$ cat config.mk
export PLATFORM = sky130hd
export DESIGN_NAME = id_ex_stage_reg
export DESIGN_NICKNAME = d
export VERILOG_FILES = /design/src/rtl/arm_pkg.sv /design/src/rtl/id_ex_stage_reg_pipe_reg.sv /design/src/rtl/id_ex_stage_reg.sv
export SDC_FILE = /design/constraint.sdc
export NUM_CORES = 1
export LEC_CHECK = 0
export ABC_CLOCK_PERIOD_IN_PS = 9800
export CORE_ASPECT_RATIO = 1.75
export CORE_UTILIZATION = 44
export DETAILED_ROUTE_END_ITERATION = 8
export HOLD_SLACK_MARGIN = 0.1
export PLACE_DENSITY = 0.87
export SYNTH_ARGS = -nofsm -noshare
export SYNTH_HDL_FRONTEND = slang
export SYNTH_SLANG_ARGS = --single-unit
$ cat constraint.sdc
create_clock -name clk -period 9.8 [get_ports clk]
set_input_delay 2.94 -clock clk [delete_from_list [all_inputs] [get_ports clk]]
set_output_delay 2.94 -clock clk [all_outputs]
set_load 0.01 [all_outputs]
$ cat src/rtl/arm_pkg.sv
// Shared ARM pipeline widths, ALU command encoding and ID/EX control payload.
package arm_pkg;

    localparam int unsigned REG_IDX_W  = 4;
    localparam int unsigned DATA_W     = 32;
    localparam int unsigned SHIFT_OP_W = 12;
    localparam int unsigned IMM24_W    = 24;
    localparam int unsigned EXE_CMD_W  = 4;

    typedef logic [EXE_CMD_W-1:0] exe_cmd_t;

    localparam exe_cmd_t EXE_NOP = 4'b0000;
    localparam exe_cmd_t EXE_MOV = 4'b0001;
    localparam exe_cmd_t EXE_ADD = 4'b0010;
    localparam exe_cmd_t EXE_ADC = 4'b0011;
    localparam exe_cmd_t EXE_SUB = 4'b0100;
    localparam exe_cmd_t EXE_SBC = 4'b0101;
    localparam exe_cmd_t EXE_AND = 4'b0110;
    localparam exe_cmd_t EXE_ORR = 4'b0111;
    localparam exe_cmd_t EXE_EOR = 4'b1000;
    localparam exe_cmd_t EXE_MVN = 4'b1001;

    typedef struct packed {
        logic     wb_en;
        logic     mem_r_en;
        logic     mem_w_en;
        logic     b;
        logic     s;
        exe_cmd_t exe_cmd;
    } ctrl_t;

    typedef struct packed {
        logic                  imm;
        logic [SHIFT_OP_W-1:0] shift_operand;
        logic [IMM24_W-1:0]    signed_imm_24;
    } operand_t;

    typedef struct packed {
        logic [REG_IDX_W-1:0] src1;
        logic [REG_IDX_W-1:0] src2;
        logic                 use_src1;
        logic                 use_src2;
    } fwd_t;

endpackage

$ cat src/rtl/id_ex_stage_reg_pipe_reg.sv
// Generic pipeline register: async clear, hold when en=0, synchronous clear to 0.
module pipe_reg #(
    parameter int unsigned W = 1
) (
    input  logic         clk,
    input  logic         rst,
    input  logic         en,
    input  logic         clr,
    input  logic [W-1:0] d,
    output logic [W-1:0] q
);

    always_ff @(posedge clk or posedge rst) begin
        if (rst) begin
            q <= '0;
        end else if (en) begin
            if (clr) begin
                q <= '0;
            end else begin
                q <= d;
            end
        end
    end

endmodule

$ cat src/rtl/id_ex_stage_reg.sv
// ID/EX pipeline register with freeze, flush and load-use bubble insertion.
// Define FORWARD_EN to register source indices/use flags for the forwarding unit.
module id_ex_stage_reg
    import arm_pkg::*;
(
    input  logic                  clk,
    input  logic                  rst,
    input  logic                  freeze,
    input  logic                  flush,
    input  logic                  bubble,
    input  logic                  wb_en_in,
    input  logic                  mem_r_en_in,
    input  logic                  mem_w_en_in,
    input  logic                  b_in,
    input  logic                  s_in,
    input  exe_cmd_t              exe_cmd_in,
    input  logic [DATA_W-1:0]     pc_in,
    input  logic [DATA_W-1:0]     rn_val_in,
    input  logic [DATA_W-1:0]     rm_val_in,
    input  logic                  imm_in,
    input  logic [SHIFT_OP_W-1:0] shift_operand_in,
    input  logic [IMM24_W-1:0]    signed_imm_24_in,
    input  logic [REG_IDX_W-1:0]  dest_in,
    input  logic                  carry_in,
    input  logic [REG_IDX_W-1:0]  src1_in,
    input  logic [REG_IDX_W-1:0]  src2_in,
    input  logic                  use_src1_in,
    input  logic                  use_src2_in,
    output logic                  wb_en_out,
    output logic                  mem_r_en_out,
    output logic                  mem_w_en_out,
    output logic                  b_out,
    output logic                  s_out,
    output exe_cmd_t              exe_cmd_out,
    output logic [DATA_W-1:0]     pc_out,
    output logic [DATA_W-1:0]     rn_val_out,
    output logic [DATA_W-1:0]     rm_val_out,
    output logic                  imm_out,
    output logic [SHIFT_OP_W-1:0] shift_operand_out,
    output logic [IMM24_W-1:0]    signed_imm_24_out,
    output logic [REG_IDX_W-1:0]  dest_out,
    output logic                  carry_out,
    output logic [REG_IDX_W-1:0]  src1_out,
    output logic [REG_IDX_W-1:0]  src2_out,
    output logic                  use_src1_out,
    output logic                  use_src2_out,
    output logic                  valid_out
);

    localparam int unsigned CTRL_W = $bits(ctrl_t);
    localparam int unsigned OPND_W = $bits(operand_t);
    localparam int unsigned VALS_W = 2 * DATA_W;

    // Freeze outranks flush/bubble: a frozen slot ignores clr entirely.
    logic en;
    logic clr;
    assign en  = ~freeze;
    assign clr = flush | bubble;

    ctrl_t    ctrl_d, ctrl_q;
    operand_t opnd_d, opnd_q;

    assign ctrl_d = '{wb_en: wb_en_in, mem_r_en: mem_r_en_in, mem_w_en: mem_w_en_in,
                      b: b_in, s: s_in, exe_cmd: exe_cmd_in};
    assign opnd_d = '{imm: imm_in, shift_operand: shift_operand_in,
                      signed_imm_24: signed_imm_24_in};

    pipe_reg #(.W(CTRL_W)) u_ctrl (
        .clk(clk), .rst(rst), .en(en), .clr(clr), .d(ctrl_d), .q(ctrl_q)
    );

    pipe_reg #(.W(1)) u_valid (
        .clk(clk), .rst(rst), .en(en), .clr(clr), .d(1'b1), .q(valid_out)
    );

    pipe_reg #(.W(DATA_W)) u_pc (
        .clk(clk), .rst(rst), .en(en), .clr(clr), .d(pc_in), .q(pc_out)
    );

    pipe_reg #(.W(VALS_W)) u_vals (
        .clk(clk), .rst(rst), .en(en), .clr(clr),
        .d({rn_val_in, rm_val_in}), .q({rn_val_out, rm_val_out})
    );

    pipe_reg #(.W(OPND_W)) u_opnd (
        .clk(clk), .rst(rst), .en(en), .clr(clr), .d(opnd_d), .q(opnd_q)
    );

    pipe_reg #(.W(REG_IDX_W + 1)) u_dest (
        .clk(clk), .rst(rst), .en(en), .clr(clr),
        .d({dest_in, carry_in}), .q({dest_out, carry_out})
    );

    assign wb_en_out         = ctrl_q.wb_en;
    assign mem_r_en_out      = ctrl_q.mem_r_en;
    assign mem_w_en_out      = ctrl_q.mem_w_en;
    assign b_out             = ctrl_q.b;
    assign s_out             = ctrl_q.s;
    assign exe_cmd_out       = ctrl_q.exe_cmd;
    assign imm_out           = opnd_q.imm;
    assign shift_operand_out = opnd_q.shift_operand;
    assign signed_imm_24_out = opnd_q.signed_imm_24;

`ifdef FORWARD_EN
    fwd_t fwd_d, fwd_q;

    assign fwd_d = '{src1: src1_in, src2: src2_in,
                     use_src1: use_src1_in, use_src2: use_src2_in};

    pipe_reg #(.W($bits(fwd_t))) u_fwd (
        .clk(clk), .rst(rst), .en(en), .clr(clr), .d(fwd_d), .q(fwd_q)
    );

    assign src1_out     = fwd_q.src1;
    assign src2_out     = fwd_q.src2;
    assign use_src1_out = fwd_q.use_src1;
    assign use_src2_out = fwd_q.use_src2;
`else
    // No forwarding unit: source fields are tied off and their inputs ignored.
    logic unused_fwd;
    assign unused_fwd   = ^{src1_in, src2_in, use_src1_in, use_src2_in};

    assign src1_out     = '0;
    assign src2_out     = '0;
    assign use_src1_out = 1'b0;
    assign use_src2_out = 1'b0;
`endif

endmodule

Run 1, M3 wires:
Scale: 4 px per um.
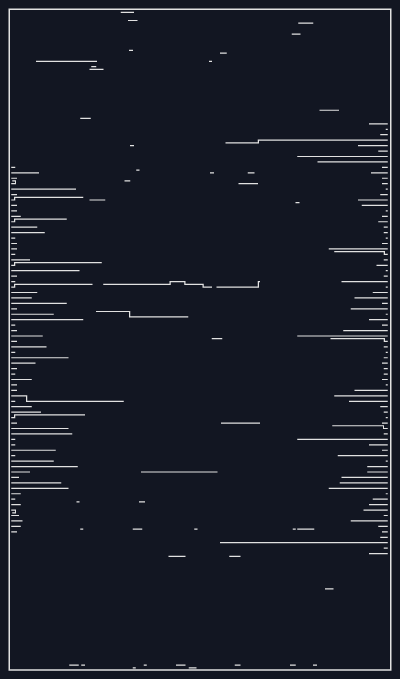
longest straight run = 41.6 um
wire length on this layer = 1,060 um

Run 1, gate-type map:
Scale: 2 px per um.
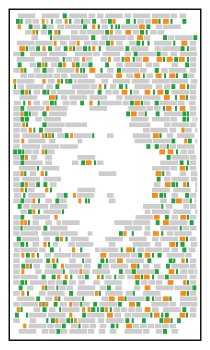
aoi and oai cells -> orange  # cells 148, most used o21ai_2, where all over the die
nand cells -> green  # cells 295, most used nand2_1, where all over the die

Run 1, clock wiring as the flow saved it:
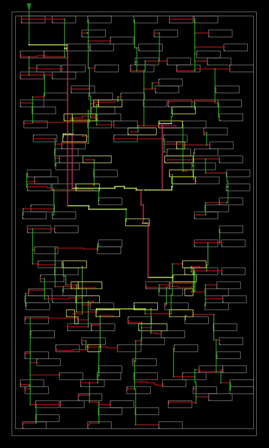
CTS Buf Count: 17
skew final: 0 ns

==> flow_summary.json, run 1 <==
{
  "status": "finished, final reports clean",
  "place_area_um2": 9470,
  "max_stage_delay_ns": 0.91,
  "comb_share_pct": 24.8,
  "portBuffers": 299,
  "n_all_inverters": 1,
  "synth.area.top_cells": "dfrtp_1 (56%), nand2b_1 (14%), o21ai_2 (8.4%)",
  "critPathArrivalTime_ns": 4.99,
  "buffers": 303,
  "cts.repair.resized": 0,
  "flop-count": 148,
  "ys_sh_simple_pct": 22.3,
  "switchingPower_mw": 0.378,
  "seqPwrFrac_pct": 41.5,
  "top_area_share_pct": 55.6,
  "grt_max_degree": 166,
  "top_logic_kind": "simple AND/OR/NAND/NOR gates",
  "cp.buffers_inverters": 2,
  "period_used_pct": 48.4,
  "grt_pass1_vias": 5019,
  "warnings": 40,
  "switching_share_pct": 23.7,
  "hold_buffers": 0,
  "power.density_nw_per_um2": 158,
  "wire_per_inst_um": 15.2,
  "critical_path.cell_chain": "buf_6, buf_4, nand2b_1, o21ai_1",
  "pin_count": 320,
  "ys_ff": 148,
  "r2r_start": "u_vals.q[54]",
  "largest_reg_flops": 64,
  "path_delay_family": "buffers and inverters",
  "hold_path_end": "u_opnd.q[23]",
  "setup-tns-final_ns": 0,
  "crit_end": "u_ctrl.q[6]",
  "synth-edff-count": 0,
  "synth.avg_cell_area_um2": 10.2,
  "final_util_pct": 68.0,
  "ys_cells": 653,
  "rows": 59,
  "hold_depth": 2,
  "power-top-group": "clock",
  "nets": 1087,
  "grt_antenna_before_repair": 0,
  "regMostFlops": "u_vals.q",
  "h-tree-depth": 4,
  "drv_cap": 0
}
Run 1, flops by top-level scope:
Scale: 4 px per um. Other sequential cells in the stronger grey, the rest of the logic in the fainter grey.
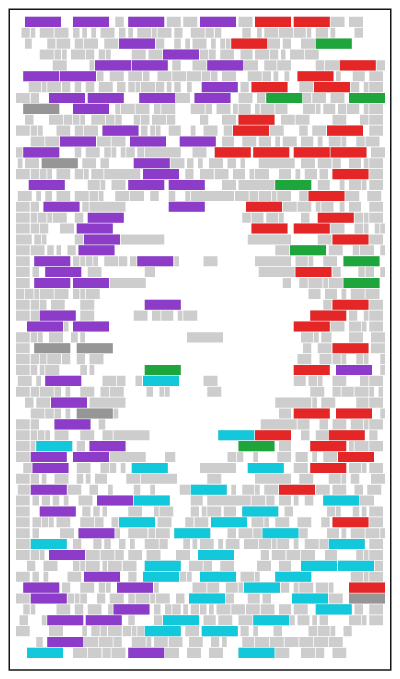

--- run 2 (diff from run 1) ---
Settings changed: ABC_CLOCK_PERIOD_IN_PS 9800 to 3930, CORE_UTILIZATION 44 to 37, PLACE_DENSITY 0.87 to 0.78.
Clock period 9.8 ns to 3.93 ns, I/O delays scaled along.
Run 2, flops by top-level scope:
Scale: 3 px per um. Other sequential cells in the stronger grey, the rest of the logic in the fainter grey.
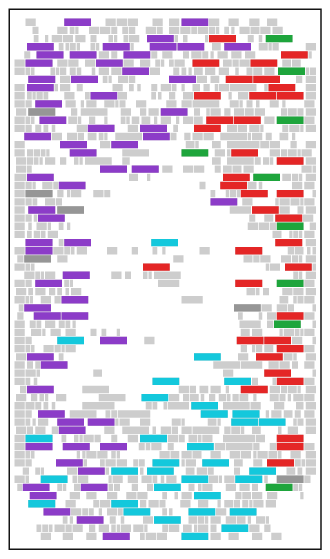
u_opnd -> red  # placed flops 37
u_vals -> purple  # placed flops 64
u_ctrl -> green  # placed flops 9
u_pc -> cyan  # placed flops 32
fin cells: 1,172
Finished Core Util: 58.4%
area of the die: 18,600 um2

==> run 2 against run 1 <==
Against the previous run:
- design area rose by 1.5%
- die size up 19%
- via count grew 0.73%
- core utilization is 9.6 points lower
- sequential share of layout area fell by 0.56 points
- first-iteration DRC count decreased by 30%
- largest cell class unchanged
- highest routed layer unchanged
- critical path type is now reg -> out
- setup slack got worse by 3.7 ns
- critical path depth shrank 3
- wire length is 3.7% higher
- combinational power grew to 2.5 times the previous value
- clock skew did not move
- worst hold slack better by 0.00084 ns
==> flow_summary.json, run 2 <==
{
  "ys_sh_simple_pct": 22.3,
  "ys_ff": 148,
  "flop-count": 148,
  "dp.cells": 1140,
  "cts.repair.resized": 0,
  "cp.buffers_inverters": 1,
  "synth-edff-count": 0,
  "core_um2": 17500,
  "top_logic_kind": "simple AND/OR/NAND/NOR gates",
  "drv_cap": 0,
  "synth.area.top_cells": "dfrtp_1 (56%), nand2b_1 (14%), o21ai_2 (8.4%)",
  "nets": 1090,
  "switching_share_pct": 24.0,
  "critPathArrivalTime_ns": 1.37,
  "switchingPower_mw": 0.962,
  "max_stage_delay_ns": 0.61,
  "r2r_start": "u_vals.q[33]",
  "portBuffers": 299,
  "setup-tns-final_ns": 0,
  "place_area_um2": 9620,
  "pin_count": 320,
  "largest_reg_flops": 64,
  "buffers": 306,
  "grt_max_degree": 102,
  "top_area_share_pct": 55.6,
  "hold_depth": 2,
  "numCtsBuffers": 17,
  "skew_ns": 0,
  "status": "finished, final reports clean",
  "hold_path_end": "u_opnd.q[9]",
  "synth.avg_cell_area_um2": 10.2,
  "path_delay_family": "buffers and inverters",
  "wire_per_inst_um": 15.0,
  "critical_path.cell_chain": "clkdlybuf4s50_1",
  "seqPwrFrac_pct": 41.3,
  "ys_cells": 653,
  "hold_buffers": 0,
  "grt_antenna_before_repair": 0
}
Run 2, M3 wires:
Scale: 3 px per um.
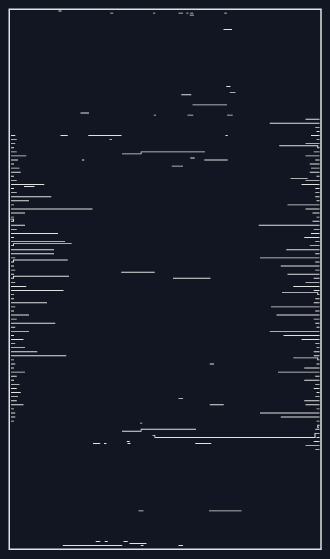
share of all routed wire = 5.6%
longest straight run = 53.4 um

Power and IR drop assume default switching activity.
